## src/rtl/fifo_pkg.sv

```systemverilog
// Shared constants and pin mapping for the tiny-tapeout FIFO tile.
// The pointer width carries one extra wrap bit above the index bits.
package fifo_pkg;

  localparam int WIDTH  = 4;
  localparam int DEPTH  = 4;
  localparam int WR_DIV = 2;
  localparam int RD_DIV = 3;

  localparam int IDX_W = $clog2(DEPTH);
  localparam int PTR_W = IDX_W + 1;

  // ui_in bit positions
  localparam int WDATA_LSB = 0;
  localparam int WR_RQ_BIT = 4;
  localparam int RD_RQ_BIT = 5;

  // uo_out bit positions
  localparam int EMPTY_BIT = 4;
  localparam int FULL_BIT  = 5;

  typedef struct packed {
    logic full;
    logic empty;
  } fifo_flags_t;

endpackage

```

## src/rtl/tt_um_reemashivva_fifo_tick_div.sv

```systemverilog
// Free-running clock-enable divider: tick is high for one clk cycle out of DIV.
// With DIV == 1 the tick is permanently high.
module tick_div #(
  parameter int DIV = 2
) (
  input  logic clk,
  input  logic rst_n,
  output logic tick
);

  localparam int CW = (DIV > 1) ? $clog2(DIV) : 1;
  localparam logic [CW-1:0] LAST = CW'(DIV - 1);

  logic [CW-1:0] cnt_q;
  logic [CW-1:0] cnt_d;

  always_comb begin
    cnt_d = cnt_q + CW'(1);
    if (cnt_q == LAST) begin
      cnt_d = '0;
    end
  end

  always_ff @(posedge clk or negedge rst_n) begin
    if (!rst_n) begin
      cnt_q <= '0;
    end else begin
      cnt_q <= cnt_d;
    end
  end

  assign tick = (cnt_q == LAST);

endmodule

```

## src/rtl/tt_um_reemashivva_fifo.sv

```systemverilog
// Tiny Tapeout tile: 4x4 synchronous FIFO whose write and read sides are paced
// by independent clock-enable ticks; rdata, empty and full appear on uo_out.
module tt_um_reemashivva_fifo
  import fifo_pkg::*;
#(
  parameter int WIDTH  = fifo_pkg::WIDTH,
  parameter int DEPTH  = fifo_pkg::DEPTH,
  parameter int WR_DIV = fifo_pkg::WR_DIV,
  parameter int RD_DIV = fifo_pkg::RD_DIV
) (
  input  logic       clk,
  input  logic       rst_n,
  input  logic       ena,
  input  logic [7:0] ui_in,
  output logic [7:0] uo_out,
  input  logic [7:0] uio_in,
  output logic [7:0] uio_out,
  output logic [7:0] uio_oe
);

  localparam int IW = $clog2(DEPTH);
  localparam int PW = IW + 1;

  logic wr_tick;
  logic rd_tick;

  tick_div #(.DIV(WR_DIV)) u_wr_div (
    .clk  (clk),
    .rst_n(rst_n),
    .tick (wr_tick)
  );

  tick_div #(.DIV(RD_DIV)) u_rd_div (
    .clk  (clk),
    .rst_n(rst_n),
    .tick (rd_tick)
  );

  logic [WIDTH-1:0] wdata;
  logic             wr_rq;
  logic             rd_rq;

  assign wdata = ui_in[WDATA_LSB +: WIDTH];
  assign wr_rq = ui_in[WR_RQ_BIT];
  assign rd_rq = ui_in[RD_RQ_BIT];

  logic [PW-1:0]    wptr_q, wptr_d;
  logic [PW-1:0]    rptr_q, rptr_d;
  logic [WIDTH-1:0] rdata_q, rdata_d;
  logic [WIDTH-1:0] mem_q [DEPTH];

  fifo_flags_t flags;
  logic        do_wr;
  logic        do_rd;

  // Flags come from the registered pointers, so both request qualifications
  // on an edge see the occupancy from before that edge.
  always_comb begin
    flags.empty = (wptr_q == rptr_q);
    flags.full  = (wptr_q[IW-1:0] == rptr_q[IW-1:0]) && (wptr_q[IW] != rptr_q[IW]);
  end

  always_comb begin
    do_wr   = wr_tick && wr_rq && !flags.full;
    do_rd   = rd_tick && rd_rq && !flags.empty;
    wptr_d  = wptr_q;
    rptr_d  = rptr_q;
    rdata_d = rdata_q;
    if (do_wr) begin
      wptr_d = wptr_q + PW'(1);
    end
    if (do_rd) begin
      rptr_d  = rptr_q + PW'(1);
      rdata_d = mem_q[rptr_q[IW-1:0]];
    end
  end

  always_ff @(posedge clk or negedge rst_n) begin
    if (!rst_n) begin
      wptr_q  <= '0;
      rptr_q  <= '0;
      rdata_q <= '0;
    end else begin
      wptr_q  <= wptr_d;
      rptr_q  <= rptr_d;
      rdata_q <= rdata_d;
    end
  end

  // Storage is not reset; the pointers alone decide which entries are valid.
  always_ff @(posedge clk) begin
    if (do_wr) begin
      mem_q[wptr_q[IW-1:0]] <= wdata;
    end
  end

  always_comb begin
    uo_out                       = '0;
    uo_out[WDATA_LSB +: WIDTH]   = rdata_q;
    uo_out[EMPTY_BIT]            = flags.empty;
    uo_out[FULL_BIT]             = flags.full;
  end

  assign uio_out = '0;
  assign uio_oe  = '0;

  logic unused_pins;
  assign unused_pins = &{1'b0, ena, uio_in, ui_in[7:6]};

endmodule

```

## config.mk

```make
export PLATFORM = sky130hd
export DESIGN_NAME = tt_um_reemashivva_fifo
export DESIGN_NICKNAME = d
export VERILOG_FILES = /design/src/rtl/fifo_pkg.sv /design/src/rtl/tt_um_reemashivva_fifo_tick_div.sv /design/src/rtl/tt_um_reemashivva_fifo.sv
export SDC_FILE = /design/constraint.sdc
export NUM_CORES = 1
export LEC_CHECK = 0
export CAP_MARGIN = 30
export CORE_ASPECT_RATIO = 0.7
export CORE_MARGIN = 5
export CORE_UTILIZATION = 24
export CTS_CLUSTER_DIAMETER = 30
export DETAILED_ROUTE_END_ITERATION = 12
export PLACE_DENSITY = 0.54
export SETUP_SLACK_MARGIN = 0.2
export SLEW_MARGIN = 15
export SYNTH_ARGS = -nofsm -noshare
export SYNTH_HDL_FRONTEND = slang
export SYNTH_SLANG_ARGS = --single-unit
```

## constraint.sdc

```tcl
create_clock -name clk -period 4.08 [get_ports clk]
set_input_delay 0.408 -clock clk [delete_from_list [all_inputs] [get_ports clk]]
set_output_delay 0.408 -clock clk [all_outputs]
set_load 0.05 [all_outputs]
```

==> images/cell_density.png <==
Scale: 4 px per µm. 10 x 7 tiles, from black (low) to pale yellow (high), 0 to 100% covered.
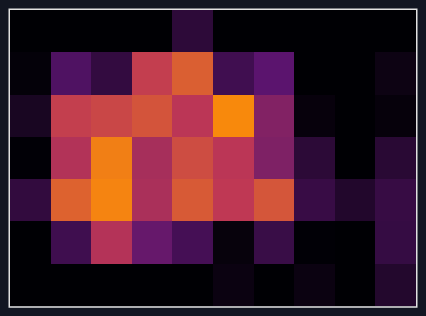
39% of the tiles are nearly empty. The densest ninth of the die: middle. The emptiest ninth of the die: top right. The mean over all tiles is 21%.
Core Footprint: 5698 µm²
Pre-Place Util: 24.68%

==> images/layer_met2.png <==
Scale: 4 px per µm.
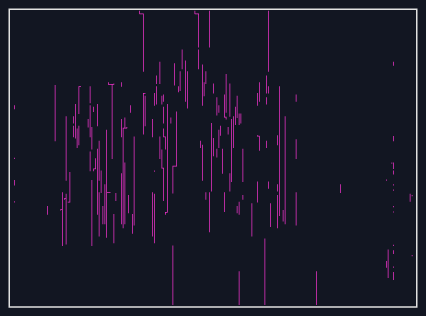
The layer carries 964 µm of wire. The layer holds 43% of the routed length. 109 nets have wire on it.
Final Routed Wirelength: 2266 µm
via count: 684
GR Util met2: 10.29%

==> images/power_grid.png <==
Scale: 4 px per µm. Pins as bars on the die edge.
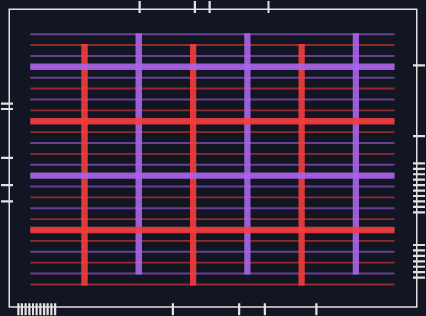
VDD: marked purple. VSS: marked red.
4 straps on met5. 6 straps on met4. The core has 23 rows.

==> images/clocks.png <==
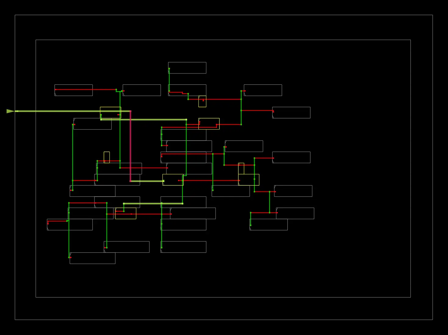
clk pwr: 0.218 mW
clock buf count: 5
clk sinks: 29

==> images/flops_by_reg.png <==
Scale: 4 px per µm.
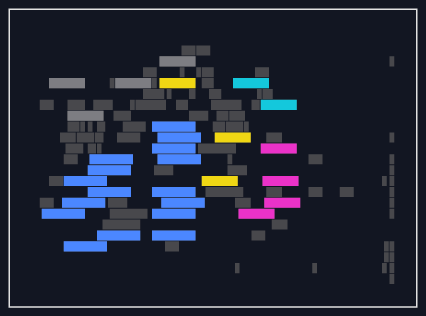
rdata_q: marked magenta, sequential cells 4. rptr_q: marked yellow, sequential cells 3. mem_q: marked blue, sequential cells 16. u_rd_div.cnt_q: marked cyan, sequential cells 2.
Another 4 sequential cells are not coloured.
Power Sequential: 0.449 mW
Flop area: 805.8 µm²
Seq/total area: 49.27%
post-layout util: 28.70%

==> qor.csv <==
stage,metric,value,unit
setup_path,cp_max_fo,7,
synth,edf_count,16,
cts,clock_path_buffers,2,
setup_path,endpoint_kind,output port,
drt,wl_met3,173,µm
setup_path,rr_worst_depth,2,
setup_path,crit_slowest_cell,clkdlybuf4s50_1,
cts,cts_inserted_buffers,5,
setup_path,startpoint,rptr_q[0],
layout,syn_to_final_growth,16.28,%
pwr,p_seq_share,36.8,%
placed_design,place_inst,177,
hold_path,hold_depth,1,
global_routing,grt_pass1_wl,3684,µm
die,rows,23,
pwr,peakVddDrop,0.2150,mV
pwr,netSwitchingFraction,43.43,%
synth,ys_sh_xor,6.050,%
global_routing,grt_pass1_vias,749,
timing,hold_slack,423.5,ps
setup_path,path_buffers,1,
layout,largest_reg_flops,16,
cts,cts_root_buf,clkbuf_8,
drt,ant_nets,0,
synth,synth.mux.area_fraction,12.28,%
placed_design,detailed_place.area,1554,µm²
synth,top_logic_kind,multiplexers,
hold_path,hold_class,reg -> reg,
global_routing,grt_max_degree,14,
cts,hold_buffers,0,
setup_path,worstSetupStartpointType,register,
setup_path,critical_path.top_delay_family,buffers and inverters,
global_routing,met3_usage,2.530,%
cts,cts_tree,built,
timing,timing.final.ws_setup,1374,ps
synth,fa_ha_area_share,4.448,%
timing,slew_headroom,59.42,%
layout,final_area,1635,µm²
die,io_pins,43,
layout,fin_nets,133,
timing,setup_viol_count_final,0,
drt,met1_length,1112,µm
synth,syn_area,1406,µm²
timing,rsz0062_at_grt,false,
flow_run,cap_violations,0,
cts,cts_resized,0,
synth,synth_cell_types,20,
drt,via_per_inst,3.697,
timing,final_max_slew_viol_count,0,
global_routing,busiest_layer,met2,
pwr,power_frac_comb,45.2,%
synth,top_cell_area_share,34.16,%
layout,logic_area,505.5,µm²
run_status,status,completed,
placed_design,place.gp.congestion,0.7024,
pwr,finalPower,1.218,mW
drt,drt_iter0_drc,20,
synth,compound_area_share,4.715,%
timing,clock.fmax,0.3696,GHz
setup_path,crit_path_max_incr_delay,810,ps
synth,ys_sh_simple,3.648,%
synth,synth.avg_cell_area,15.45,µm²
pwr,p_leak,0.6497,nW
setup_path,worst-path-stages,4,
drt,drtPass1Iterations,4,
timing,hold_viol_final,0,
layout,layout-drive-gt1-share,15.45,%
timing,min_period,2706,ps
timing,skew,1.388,ps
timing,worst_pin_slew,606.8,ps
setup_path,setup.reg_to_reg.worst_slack,2340,ps
cts,post_cts_buffers,0,
setup_path,required,3670,ps
flow_run,warnings,40,
drt,wl_met2,964,µm
layout,n_antenna_cell,0,
synth,synthCells,91,
synth,yosys_area,1406,µm²
layout,fin_cells,185,
synth,synthTopCellsByCount,"buf_4, edfxtp_1, dfrtp_1",
drt,drcViolationCount,0,
synth,flop_cell,edfxtp_1,
synth,async_reset_ff_share,44.83,%
global_routing,grt_use_met1,8.324,%
[layout by cell type, fill, tap and decap left out, drive strengths merged, types with 3 or more instances in the layout]
| cell type | Yosys | layout |
|---|---|---|
| edfxtp | 16 | 16 |
| mux4 | 4 | 4 |
| nor2 | 3 | 3 |
| xnor2 | 4 | 4 |
| conb | 1 | 18 |
| clkbuf | 0 | 5 |
| ha | 5 | 5 |
| clkinv | 0 | 3 |
| xor2 | 4 | 4 |
| clkdlybuf4s50 | 0 | 13 |
| dfrtp | 13 | 13 |
| and2 | 3 | 3 |
| inv | 5 | 5 |
| mux2 | 6 | 6 |
[area by class of cell]
class                      count  share of cell area, %
multi-input combinational     55                  30.91
timing repair buffer          13                  7.957
inverter                       5                  1.148
clock buffer                   5                  4.208
sequential                    29                  49.27
tap                           75                  5.738
clock inverter                 3                 0.7651
Power is estimated from default activity; no workload was simulated.
